File: config.mk
export PLATFORM = sky130hd
export DESIGN_NAME = fp16_mul_arbiter
export DESIGN_NICKNAME = d
export VERILOG_FILES = /design/src/rtl/fp16_mul_arbiter.sv
export SDC_FILE = /design/constraint.sdc
export NUM_CORES = 1
export LEC_CHECK = 0
export CORE_MARGIN = 2
export CORE_UTILIZATION = 38
export DETAILED_ROUTE_END_ITERATION = 16
export MAX_ROUTING_LAYER = met4
export PLACE_DENSITY = 0.91
export SKIP_LAST_GASP = 1
export SLEW_MARGIN = 20
export SYNTH_ARGS = -nofsm -noshare
export SYNTH_HDL_FRONTEND = slang
export SYNTH_SLANG_ARGS = --single-unit
File: constraint.sdc
create_clock -name clk -period 1.98 [get_ports clk]
set_input_delay 0.297 -clock clk [delete_from_list [all_inputs] [get_ports clk]]
set_output_delay 0.297 -clock clk [all_outputs]
set_load 0.03 [all_outputs]
File: src/rtl/fp16_mul_arbiter.sv
// Round-robin front end that shares one fixed-latency FP16 multiplier among NREQ requesters.
// Define FP16_MUL_ARB_STATS_EN to add per-requester saturating grant counters (grant_cnt_o).
module fp16_mul_arbiter #(
    parameter int DW   = 16,
    parameter int NREQ = 4,
    parameter int LAT  = 6,
    parameter int IW   = 2
) (
    input  logic                 clk,
    input  logic                 rstn,
    input  logic [NREQ-1:0]      req_valid_i,
    output logic [NREQ-1:0]      req_ready_o,
    input  logic [NREQ*DW-1:0]   req_a_i,
    input  logic [NREQ*DW-1:0]   req_b_i,
    output logic [NREQ-1:0]      rsp_valid_o,
    output logic [DW-1:0]        rsp_p_o,
    output logic                 mul_valid_o,
    output logic [DW-1:0]        mul_a_o,
    output logic [DW-1:0]        mul_b_o,
    input  logic                 mul_valid_i,
    input  logic [DW-1:0]        mul_p_i,
    output logic                 err_o
`ifdef FP16_MUL_ARB_STATS_EN
   ,output logic [NREQ*16-1:0]   grant_cnt_o
`endif
);

    logic [NREQ-1:0][DW-1:0] a_arr, b_arr;
    logic [IW-1:0]           ptr, gnt_idx, cand, iss_idx;
    logic                    gnt_any, hs;
    logic [LAT:1]            vld_pipe;
    logic [LAT:1][IW-1:0]    tag_idx;

    assign a_arr = req_a_i;
    assign b_arr = req_b_i;

    // Scan from the farthest offset down so the nearest requester after ptr wins.
    always_comb begin
        gnt_any = 1'b0;
        gnt_idx = '0;
        cand    = '0;
        for (int i = NREQ; i >= 1; i--) begin
            cand = IW'((int'(ptr) + i) % NREQ);
            if (req_valid_i[cand]) begin
                gnt_any = 1'b1;
                gnt_idx = cand;
            end
        end
    end

    // Ready is held low while reset is asserted so nothing is accepted mid-reset.
    assign req_ready_o = (rstn && gnt_any) ? (NREQ'(1) << gnt_idx) : '0;
    assign hs          = |(req_valid_i & req_ready_o);

    always_ff @(posedge clk or negedge rstn) begin
        if (!rstn) begin
            ptr         <= IW'(NREQ - 1);
            mul_valid_o <= 1'b0;
            mul_a_o     <= '0;
            mul_b_o     <= '0;
            iss_idx     <= '0;
        end else begin
            mul_valid_o <= hs;
            if (hs) begin
                ptr     <= gnt_idx;
                mul_a_o <= a_arr[gnt_idx];
                mul_b_o <= b_arr[gnt_idx];
                iss_idx <= gnt_idx;
            end
        end
    end

    // Stage LAT lines up with the multiplier's valid_o.
    always_ff @(posedge clk or negedge rstn) begin
        if (!rstn) begin
            vld_pipe <= '0;
            tag_idx  <= '0;
        end else begin
            vld_pipe[1] <= mul_valid_o;
            tag_idx[1]  <= iss_idx;
            for (int s = 2; s <= LAT; s++) begin
                vld_pipe[s] <= vld_pipe[s-1];
                tag_idx[s]  <= tag_idx[s-1];
            end
        end
    end

    always_ff @(posedge clk or negedge rstn) begin
        if (!rstn) begin
            rsp_valid_o <= '0;
            rsp_p_o     <= '0;
            err_o       <= 1'b0;
        end else begin
            rsp_valid_o <= '0;
            if (mul_valid_i && vld_pipe[LAT]) begin
                rsp_valid_o <= NREQ'(1) << tag_idx[LAT];
                rsp_p_o     <= mul_p_i;
            end
            if (mul_valid_i != vld_pipe[LAT])
                err_o <= 1'b1;
        end
    end

`ifdef FP16_MUL_ARB_STATS_EN
    logic [NREQ-1:0][15:0] cnt;

    always_ff @(posedge clk or negedge rstn) begin
        if (!rstn) begin
            cnt <= '0;
        end else begin
            for (int k = 0; k < NREQ; k++)
                if (hs && gnt_idx == IW'(k) && cnt[k] != 16'hFFFF)
                    cnt[k] <= cnt[k] + 16'd1;
        end
    end

    assign grant_cnt_o = cnt;
`else
    // Without the stats build no grant history is kept.
`endif

endmodule

==> run summary <==
Implementation status.

- The setup-violating endpoint count in the final report is 13.
- The clock drives 76 sinks.
- IR analysis of the VDD net gives a maximum drop of 0.506 mV.
- The post-CTS clock slew at the launch and capture registers of the worst setup and hold paths is 0.09 ns.
- Sorting the synthesized cells by how often they occur yields sky130_fd_sc_hd__dfrtp_1 (74), sky130_fd_sc_hd__mux2i_1 (64), sky130_fd_sc_hd__nand2_1 (38).
- The maximum frequency from static timing analysis is 476 MHz.
- The post-detailed-route count of antenna-violating nets is 0.
- Of the total power, the share spent switching nets is 0.353.
- Combinational power for this build is 2.83 mW.
- The number of synthesized register bits is 76.
- The total track usage is 0.224.
- For met2 alone, demand over resource in global routing was 0.387.
- Setup repair after global routing could not meet its margin everywhere.
- The run finished, with violations left.
- The hold slack is 0.240 ns.
- The total area inside the core boundary comes to 8810 sq um.
- The startpoint of the most critical register-to-register path is ptr[0].
- After synthesis, the mean cell area works out to 12.6 sq um.
- Counting distinct cell types in the post-synthesis netlist gives 28.
- Across the run, the number of max-cap violations was 0.
- The total power after layout is 5.93 mW.
- The post-route worst setup slack is -0.122 ns.
- The checks that failed: setup timing.
- The worst setup slack before clock tree synthesis is -0.607 ns.
- The synthesis report gives the async set-or-reset register share as 1.00.
- The final layout net count is 660.
- The most popular library cell in the synthesized design by count is sky130_fd_sc_hd__dfrtp_1.
-- flip-flops by register name (all words and copies together), names as in the netlist --
| name | flops |
|---|---|
| vld_pipe | 6 |
| err_o | 1 |
| mul_a_o | 16 |
| mul_valid_o | 1 |
| ptr | 2 |
| rsp_valid_o | 4 |
| mul_b_o | 16 |
| iss_idx | 2 |
| tag_idx | 12 |
| rsp_p_o | 16 |
-- layout make-up --
cell class | count | area (sq um) | area share
Timing Repair Buffer | 241 | 2610 | 0.402
Sequential cell | 76 | 1900 | 0.294
Multi-Input combinational cell | 178 | 1650 | 0.254
Clock buffer | 11 | 141 | 0.0218
Tap cell | 108 | 135 | 0.0208
Clock inverter | 5 | 37.5 | 0.00579
Inverter | 2 | 7.51 | 0.00116
==> images/metal_density.png <==
Scale: 4 px per micron. The die is cut into 20 by 20 equal tiles; dark blue is low, red is high, scaled to the fullest tile. Values are wire area over tile area, all layers added.
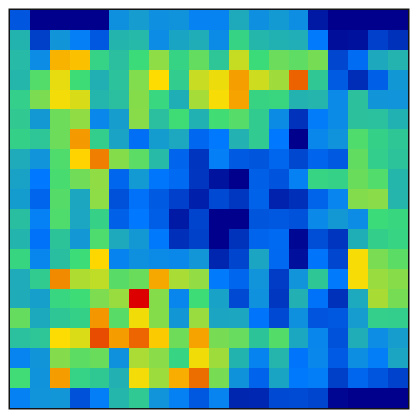
fullest tile	0.52
mean over tiles	0.20
densest ninth of the die	south-west
Vias: 3287
aggregate routed wire length: 12100 microns

==> images/io_fan.png <==
Scale: 4 px per micron.
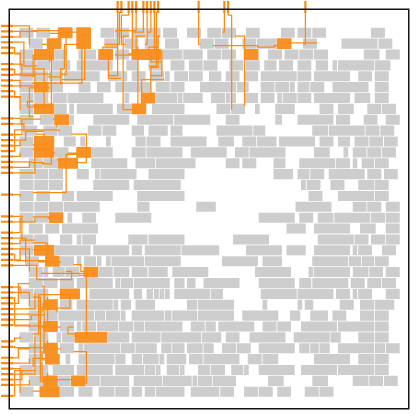
color	port	bits	direction	edge	end cells	wire
orange	req_a_i	64	input	50 west, 14 north	32	1130 microns

==> images/flops_by_reg.png <==
Scale: 6 px per micron. Other sequential cells in the stronger gray, the rest of the logic in the fainter gray.
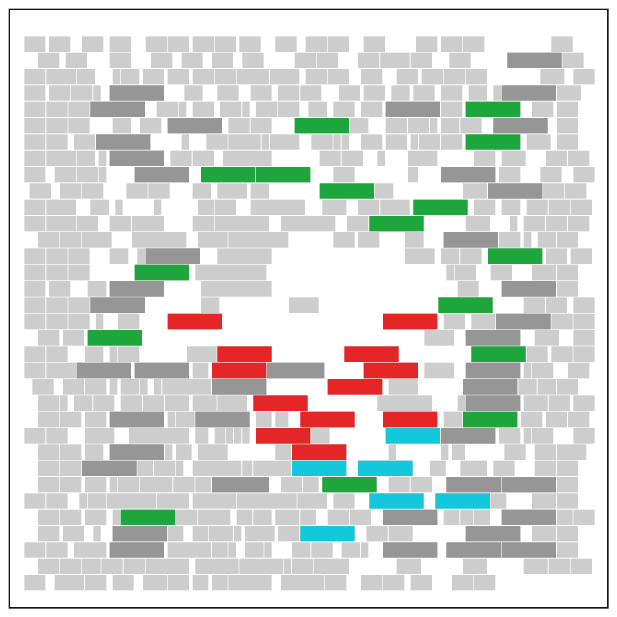
color	name in the netlist	placed flops
red	tag_idx	12
green	mul_b_o	16
cyan	vld_pipe	6
sequential standard cell area: 1900 sq um
sequential share of cell area: 0.294
core utilization of the finished layout: 0.736
power dissipated in sequential cells: 2.04 mW

Power figures rest on the tool's default switching activity, not on a simulated workload.
